Figure 1. Close-up of the layout.
Bar = 20 microns. Region (32, 57) to (82, 107) microns. Cells in grey, sequential cells in the stronger grey; small squares are vias.
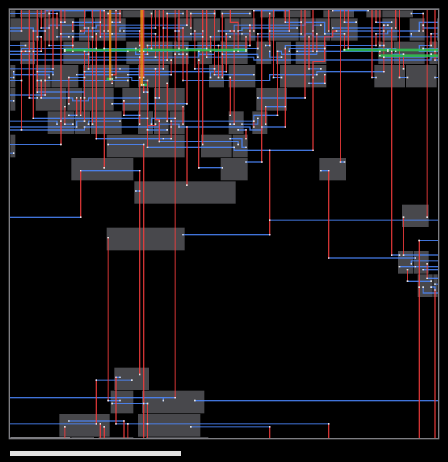
Figure 2. Clock routing.
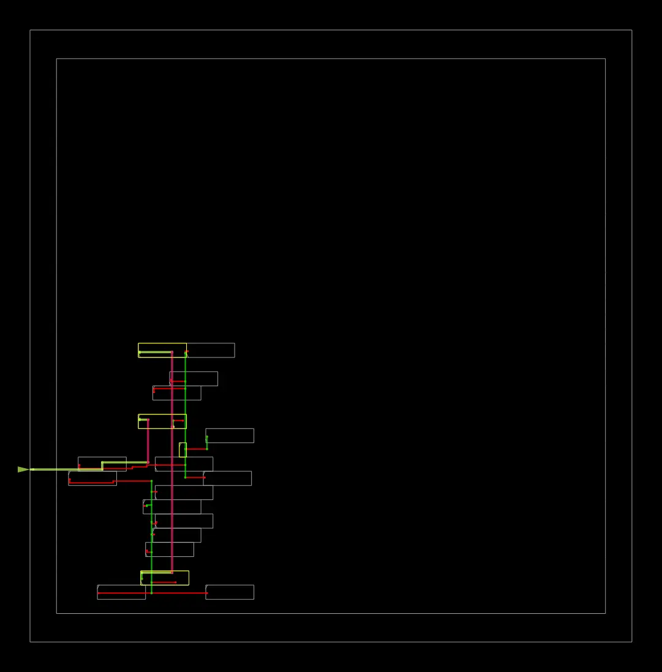
Design fc_l2_port_arbiter, sky130hd; sources not shown.
==> flow_metrics.tcl <==
# implementation run metrics
set metrics [dict create \
    path_cells "a21bo_4 > and2_4 > buf_4 > clkbuf_16 > o21ai_0 > a21oi_1 > dlygate4sd2_1" \
    synthArstFlopShare 0.733 \
    p_switching_mw 1.68 \
    lay_top_cells "clkdlybuf4s50_1, nand3_1, a21oi_1, o21ai_0, dlygate4sd2_1" \
    ys_cells 349 \
    route.met2.wl_mm 6.47 \
    viasPerCell 4.95 \
    routedWlPerCell_microns 19.0 \
    nNonClkBuffers 264 \
    slew_headroom 0.642 \
    fp_nets 533 \
    logic_area_sq_um 1510 \
    top_usage_layer "met2" \
    grt_overflow 0 \
    ys_top_cells_by_count "o21ai_0, nand3_1, a21oi_1" \
    synth_area_leader_cell "o21ai_0" \
    hold_ws_ns 0.287 \
    yosysWarnings 0 \
    buf_share 0.552 \
    grt_use_met3 0.0519 \
    comb_share 0.308 \
    hpwl_mm 9.53 \
    final_util 0.442 \
    clock_cell_area_share 0.0160 \
    reg2regPathDepth 10 \
    grt_max_degree 45 \
    placed_area_sq_um 4620 \
    irDropWorstVdd_v 0.000490 \
    area_growth_pct 105 \
    drive_above_1_share 0.124 \
    via_count 3417 \
    pwr-share-comb 0.789 \
    cts_tree "built" \
    status "finished clean" \
    h-tree-depth 1 \
    fmax_mhz 445 \
]
About Figure 1:
Key: green = metal 3; red = metal 2; blue = metal 1; orange = metal 4
Sequential cells in the window: 0. Most frequent: clkdlybuf4s50_1 (15), nand3_1 (13), a21oi_1 (11). 71 logic cells have their middle in the window.

About Figure 2:
clock network power: 0.339 mW
clk_buf instances: 4
Inserted Clock Buffers: 3
seq_cells: 15
Late-Pin Clk Latency: 0.25 ns

==> kinds of logic after synthesis <==
logic type      share of synthesized area
compound gates                      0.314
xor+xnor                           0.0109
fa+ha+maj                          0.0396
buf+inv                             0.229
flops                               0.164
mux                                0.0338
simple gates                        0.208
==> what timing repair did <==
action / in CTS / in global routing
hold buffers: 0 / 0
setup endpoints to repair: 70 / 16
gates cloned: 2 / 4
pin swaps: 2 / 5
setup buffers: 0 / 6
gates resized: 77 / 30
hold endpoints to repair: 0 / 0
==> power groups by stage <==
stage,Combinational (mW),Sequential [mW],Clock (mW)
2_1_floorplan,1.43,0.485,0
6_report,3.16,0.507,0.339
4_1_cts,2.94,0.497,0.346
3_3_place_gp,3.07,0.489,0
3_5_place_dp,3.12,0.501,0
5_1_grt,3.43,0.526,0.357
Power figures rest on the tool's default switching activity, not on a simulated workload.
